File: config.mk
export PLATFORM = sky130hd
export DESIGN_NAME = mux_scan_sampler
export DESIGN_NICKNAME = d
export VERILOG_FILES = /design/src/rtl/mux_scan_sampler_pkg.sv /design/src/rtl/mux_scan_sampler_settle_counter.sv /design/src/rtl/mux_scan_sampler.sv
export SDC_FILE = /design/constraint.sdc
export NUM_CORES = 1
export LEC_CHECK = 0
export ABC_AREA = 0
export ABC_CLOCK_PERIOD_IN_PS = 1350
export CAP_MARGIN = 15
export CORE_ASPECT_RATIO = 0.9
export CORE_UTILIZATION = 45
export CTS_CLUSTER_DIAMETER = 50
export DETAILED_ROUTE_END_ITERATION = 8
export GPL_TIMING_DRIVEN = 1
export PLACE_DENSITY = 0.73
export SLEW_MARGIN = 20
export SYNTH_ARGS = -nofsm -noshare
export SYNTH_HDL_FRONTEND = slang
export SYNTH_SLANG_ARGS = --single-unit
export TNS_END_PERCENT = 1
File: constraint.sdc
create_clock -name clk -period 1.35 [get_ports clk]
set_input_delay 0.27 -clock clk [delete_from_list [all_inputs] [get_ports clk]]
set_output_delay 0.27 -clock clk [all_outputs]
set_load 0.03 [all_outputs]
File: src/rtl/mux_scan_sampler_pkg.sv
// Shared types and helpers for the 4:1 mux scan sampler.
// Holds the FSM state encoding and the settle-counter width rule.
package mux_scan_sampler_pkg;

  typedef enum logic [1:0] {
    StIdle   = 2'd0,
    StSettle = 2'd1,
    StSample = 2'd2,
    StDone   = 2'd3
  } state_e;

  // Counter must hold SETTLE_CYCLES; keep at least one bit when settling is disabled.
  function automatic int unsigned cnt_width(input int unsigned settle);
    return (settle <= 1) ? 1 : $clog2(settle + 1);
  endfunction

endpackage

File: src/rtl/mux_scan_sampler_settle_counter.sv
// Settle-time counter: cleared by load, advanced by en, flags the last settle cycle.
// tc is high while the count is on the final cycle of the settle window.
module mux_scan_sampler_settle_counter
  import mux_scan_sampler_pkg::*;
#(
  parameter int unsigned SETTLE_CYCLES = 2
) (
  input  logic clk,
  input  logic rst,
  input  logic load,
  input  logic en,
  output logic tc
);

  localparam int unsigned CntW = cnt_width(SETTLE_CYCLES);
  localparam logic [CntW-1:0] TcVal =
    CntW'((SETTLE_CYCLES == 0) ? 0 : SETTLE_CYCLES - 1);

  logic [CntW-1:0] cnt_q, cnt_d;

  always_comb begin
    cnt_d = cnt_q;
    if (load) begin
      cnt_d = '0;
    end else if (en) begin
      cnt_d = cnt_q + 1'b1;
    end
  end

  always_ff @(posedge clk or posedge rst) begin
    if (rst) begin
      cnt_q <= '0;
    end else begin
      cnt_q <= cnt_d;
    end
  end

  assign tc = (cnt_q == TcVal);

endmodule

File: src/rtl/mux_scan_sampler.sv
// Scans the mux select lines over every channel, samples Y after a settle time
// and publishes the assembled word with a one-cycle valid pulse.
module mux_scan_sampler
  import mux_scan_sampler_pkg::*;
#(
  parameter int unsigned N_CH          = 4,
  parameter int unsigned SETTLE_CYCLES = 2,
  localparam int unsigned SEL_W        = $clog2(N_CH)
) (
  input  logic             clk,
  input  logic             rst,
  input  logic             start,
  input  logic             cont,
  input  logic             clear,
  input  logic             y_in,
  output logic [SEL_W-1:0] sel,
  output logic [N_CH-1:0]  data_out,
  output logic             valid,
  output logic             busy
);

  localparam logic [SEL_W-1:0] SelLast = SEL_W'(N_CH - 1);
  // With no settle time each channel goes straight to its sample cycle.
  localparam state_e FirstSt = (SETTLE_CYCLES == 0) ? StSample : StSettle;

  state_e           state_q, state_d;
  logic [SEL_W-1:0] sel_q, sel_d;
  logic [N_CH-1:0]  shadow_q, shadow_d;
  logic [N_CH-1:0]  data_q, data_d;
  logic             valid_q, valid_d;
  logic             busy_q, busy_d;
  logic             cnt_load, cnt_en, cnt_tc;

  mux_scan_sampler_settle_counter #(
    .SETTLE_CYCLES(SETTLE_CYCLES)
  ) u_settle (
    .clk  (clk),
    .rst  (rst),
    .load (cnt_load),
    .en   (cnt_en),
    .tc   (cnt_tc)
  );

  always_comb begin
    state_d  = state_q;
    sel_d    = sel_q;
    shadow_d = shadow_q;
    data_d   = data_q;
    cnt_load = 1'b0;
    cnt_en   = 1'b0;

    if (clear) begin
      state_d  = StIdle;
      sel_d    = '0;
      shadow_d = '0;
      cnt_load = 1'b1;
    end else begin
      unique case (state_q)
        StIdle: begin
          if (start) begin
            sel_d    = '0;
            cnt_load = 1'b1;
            state_d  = FirstSt;
          end
        end
        StSettle: begin
          cnt_en = 1'b1;
          if (cnt_tc) begin
            state_d = StSample;
          end
        end
        StSample: begin
          shadow_d[sel_q] = y_in;
          if (sel_q == SelLast) begin
            data_d  = {y_in, shadow_q[N_CH-2:0]};
            state_d = StDone;
          end else begin
            sel_d    = sel_q + 1'b1;
            cnt_load = 1'b1;
            state_d  = FirstSt;
          end
        end
        StDone: begin
          sel_d = '0;
          if (cont || start) begin
            cnt_load = 1'b1;
            state_d  = FirstSt;
          end else begin
            state_d = StIdle;
          end
        end
        default: begin
          state_d = StIdle;
          sel_d   = '0;
        end
      endcase
    end

    // Outputs are registered from the next state so they line up with it.
    valid_d = (state_d == StDone);
    busy_d  = (state_d == StSettle) || (state_d == StSample);
  end

  always_ff @(posedge clk or posedge rst) begin
    if (rst) begin
      state_q  <= StIdle;
      sel_q    <= '0;
      shadow_q <= '0;
      data_q   <= '0;
      valid_q  <= 1'b0;
      busy_q   <= 1'b0;
    end else begin
      state_q  <= state_d;
      sel_q    <= sel_d;
      shadow_q <= shadow_d;
      data_q   <= data_d;
      valid_q  <= valid_d;
      busy_q   <= busy_d;
    end
  end

  assign sel      = sel_q;
  assign data_out = data_q;
  assign valid    = valid_q;
  assign busy     = busy_q;

endmodule
### Clock nets

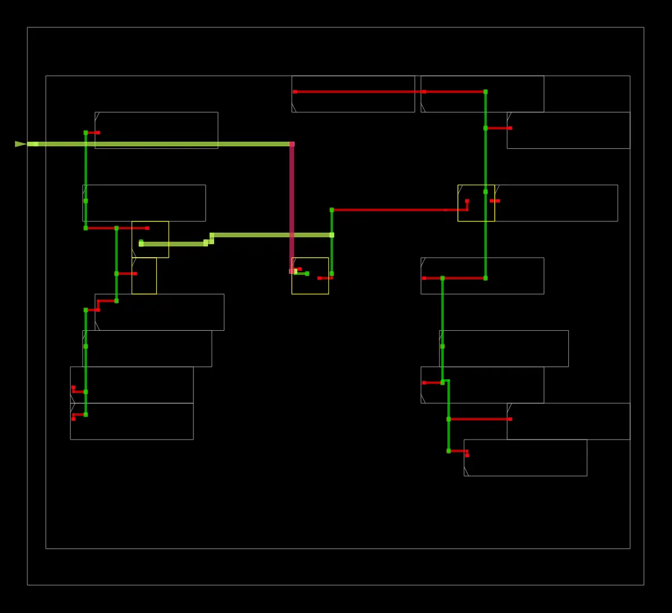
clkbuf count: 3
sequential cell count: 15
worst clock skew: 0.00664 ns
clock distribution power: 0.000240 W
sink count of the clock tree: 15

### Nets reached from selected ports

Scale: 10 px per um.
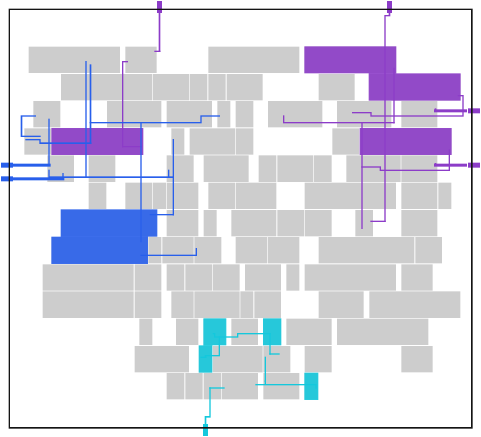
[blue] sel | bits: 2 | direction: output | end cells: 2 | buffers: 3 | wire: 100 um
[purple] data_out | bits: 4 | direction: output | end cells: 4 | buffers: 4 | wire: 96.9 um
[cyan] start | bits: 1 | direction: input | end cells: 4 | buffers: 2 | wire: 27.6 um
PortBufs: 13
count of pins on the block boundary: 14

==> git commit body <==
Refresh implementation metrics

- Run status: complete, but fails checks
- The checks that failed: setup timing.
- Final hold viol count: 0
- Worst slew slack as a fraction of its limit: 0.799
- STA lists the maximum fanout along the critical path as 2.
- In this run the remaining antenna-violating nets after routing total 0.
* Area growth from synthesis to layout: 36.3%
- Main flop type after synthesis: sky130_fd_sc_hd__dfrtp_1
* Cells along the critical path: inv_1, ha_2, nor2b_4, a21o_1, a211oi_2, ha_1
* Final non-filler cell total: 118
- The via count of the first global-routing pass came to 538.
* Sum of buffers and inverters on the critical path: 1
- The number of antenna diodes in the final layout is 0.
- Distinct lib cells used: 25
- Worst ir drop on vdd: 0.580 mV
- Final period util: 1.06
- The worst setup path is of the flop to flop kind.
- Unrepaired setup endpoints after global routing: true
- Total Routing Usage GR: 0.179
- Count of flip-flops with a built-in enable after synthesis: 0
* Biggest cell delay along the critical path: 0.35 ns
- The highest clock rate this design can be run at is 699 MHz.
- Entering global routing, the biggest net connects 16 pins.
- Clock-pin slew reported for the worst setup and hold paths after clock tree synthesis: 0.08 ns
* Core Box Area: 1550 um^2
- Worst path arrival time: 1.60 ns
- Across the run, the number of max-cap violations was 0.
- CTS placed an instance of sky130_fd_sc_hd__clkbuf_4 at the clock tree root.
- The report puts the cell count of the worst reg-to-reg path at 6.
- Per the TritonCTS log, the buffer count is 3.
* Sequential cell area fraction in the yosys report: 0.476
* Max-slew violations: 0
- Number of placement rows: 13
- STA classifies the critical path endpoint as a flop.
* Logic area: 404 um^2
* Share of post-route cells with drive strength above 1: 0.385
- Initial antenna violation count: 0
- Counting every instance in the synthesized netlist gives 69.
- At the worst endpoint, the required time is 1.52 ns.
- After the last flow step, the layout net total stands at 109.
- Synthesized registers: 15
- Async S/R FF share, synth: 1.00
* Synthesized area: 788 um^2
- Post-synthesis area per instance: 11.4 um^2
* Mean routed wirelength per cell: 11.7 um
* Number of DRC markers in iteration 0: 11
* Max H-tree Level: 1
- Max-area cell share: 0.476
- Number of detailed-routing iterations run before antenna repair: 6
* Master of the slowest instance on the critical path: sky130_fd_sc_hd__dfrtp_1
- Detailed-placement wirelength estimate: 1040 um
* Top cell types by occurrence after synthesis: sky130_fd_sc_hd__dfrtp_1 (15), sky130_fd_sc_hd__ha_1 (6), sky130_fd_sc_hd__inv_1 (6)
- Min cycle time layout: 1.43 ns
- The synthesized netlist has a Yosys-reported chip area of 788 um^2.
* Placer Congestion: 0.822
- Power density normalized to cell area: 766 nW/um^2
- The cell family contributing the most delay on the critical path is adder cells.
* First-pass GRT wire length: 2430 um
- Hold Path Class: input pin to async pin
- Total gr overflow: 0
* TritonCTS clock tree: done
- The analysis attributes to cell leakage a power of 0.517 nW.
- Fin worst setup slack: -0.0814 ns
- For the pin with the worst max-slew slack, the measured transition is 0.303 ns.
- Count of warnings emitted by yosys: 0
- The largest total area in the synthesized netlist belongs to sky130_fd_sc_hd__dfrtp_1.
- Via density per instance: 4.89
- In this run the critical register-to-register path is captured at busy.
- In the final report, the number of endpoints failing setup comes to 2.
- Placed cells: 114
* Overall power of the completed layout: 0.000823 W
* Post-synthesis cell count from yosys: 69
* Die span in x: 46.1 um
- Per the post-synthesis report, the nets total 81.
- FF/Latch Area: 379 um^2
- CTS max path bufs: 2
* Cell types with the largest area share after synthesis: sky130_fd_sc_hd__dfrtp_1 (48%), sky130_fd_sc_hd__ha_1 (9.5%), sky130_fd_sc_hd__mux2_4 (7.6%)
- STA classifies the critical path startpoint as a flop.
- Most frequent cell after synthesis: sky130_fd_sc_hd__dfrtp_1
* Vertical extent of the die: 41.7 um
* Reg2Reg Launch Point: u_settle.cnt_q[1]
* Slack of the worst reg-to-reg path: -0.08 ns
- Count of unresolved DRC violations after routing: 0
- OpenROAD emitted warnings numbering 32.
* Chip area: 1920 um^2
- Floorplan utilization: 0.510
### The metal 3 layer

Scale: 8 px per um. Cells faint in the background.
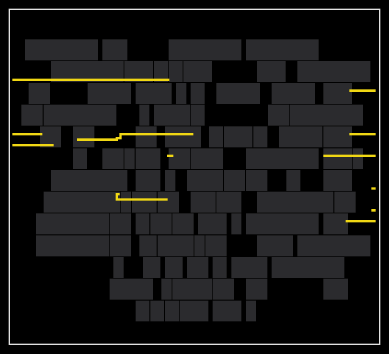
wire length on this layer: 66.0 um
main direction: horizontal
nets with wire on the layer: 11
longest straight run: 19.3 um
met3 usage in global routing: 0.0652
total wirelength of the detailed-routed design: 1380 um
number of vias in the routed layout: 577

### Clock wires, drivers and flops

Scale: 10 px per um.
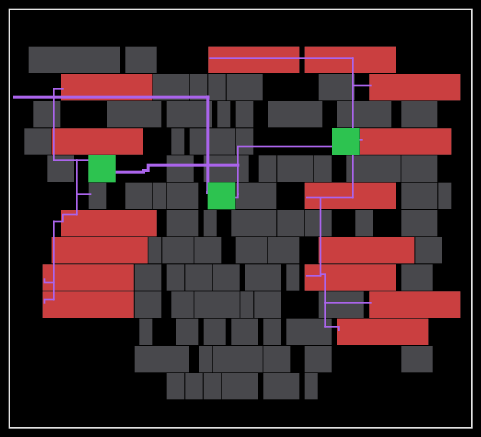
[red] flip-flops | count: 15
[green] clock drivers | count: 3
[purple] clock wires | length: 153 um
routed clock nets: 4
portion of total power attributed to the clock network: 0.291
latest clock arrival within the worst-skew pair: 0.28 ns

flip-flops by register name, indices dropped and copies added, names as in the netlist:
| register | flops |
|---|---|
| data_out | 4 |
| shadow_q | 3 |
| sel | 2 |
| state_q | 2 |
| u_settle.cnt_q | 2 |
| busy | 1 |
| valid | 1 |
cells by family after synthesis:
family          share of synthesized area
flops                               0.476
buf+inv                            0.0555
simple gates                        0.100
mux                                 0.103
compound gates                      0.159
xor+xnor                           0.0111
fa+ha+maj                          0.0952
stage by stage:
step	cell area [um^2]	worst slack, ns	utilization	hold WS [ns]	TNS [ns]
after detailed placement	1040	-0.239	0.673	0.488	-1.02
final	1070	-0.0814	0.696	0.283	-0.101
after floorplan	811	-0.0661	-	0.171	-0.129
after global routing	1070	-0.153	0.696	0.308	-0.277
after global placement	1040	-0.221	0.673	0.487	-0.956
after CTS	1060	-0.0996	0.687	0.279	-0.135
worst min-delay path: stages:
cell,delay [ns]
sky130_fd_sc_hd__clkdlybuf4s50_1,0.39
sky130_fd_sc_hd__inv_1,0.05
sky130_fd_sc_hd__buf_4,0.22
report_power, final:
group / leakage (nW) / switching, W / internal, W
registers: 0.200 / 0.0000109 / 0.000461
clock network: 0.0177 / 0.000130 / 0.000110
logic: 0.299 / 0.0000555 / 0.0000558
total: 0.517 / 0.000196 / 0.000627
routing by layer:
metal | track usage | routed length (um)
met2 | 0.256 | 581
met1 | 0.258 | 727
met3 | 0.0652 | 65
met5 | 0 | 0
met4 | 0.0353 | 9
placed cells by master, fill, tap and decap left out, drive strengths merged, types with 2 or more instances in the layout:
master	synthesis	layout
a211oi	3	3
clkdlybuf4s15	0	2
nand3	3	3
a21bo	3	3
nor2	5	5
ha	6	6
inv	6	6
o21ai	4	4
mux2	5	5
buf	2	15
nor2b	2	2
a31oi	2	2
clkbuf	1	4
dfrtp	15	15
clkdlybuf4s50	0	5
dlygate4sd2	0	3
a32oi	2	2
a21oi	3	3
worst max path at each step:
| stage | cells past startpoint | start | endpoint |
|---|---|---|---|
| 2_1_floorplan | 5 | sel[0] | busy |
| 3_3_place_gp | 5 | start | busy |
| 3_5_place_dp | 5 | start | busy |
| 4_1_cts | 5 | u_settle.cnt_q[0] | busy |
| 5_1_grt | 6 | u_settle.cnt_q[1] | busy |
| 6_report | 6 | u_settle.cnt_q[1] | busy |
cell type report:
type | count | share of cell area
Clock buffer | 3 | 0.0210
Clock inverter | 1 | 0.00466
Inverter | 6 | 0.0210
Multi-Input combinational cell | 45 | 0.376
Sequential cell | 15 | 0.353
Tap cell | 22 | 0.0256
Timing Repair Buffer | 26 | 0.199
what timing repair did:
action,in CTS,in global routing
resized,7,9
pin swaps,0,4
setup endpoints to repair,8,12
setup buffers,0,0
hold buffers,0,0
No activity file was given, so power comes from the tool's default toggle rates.
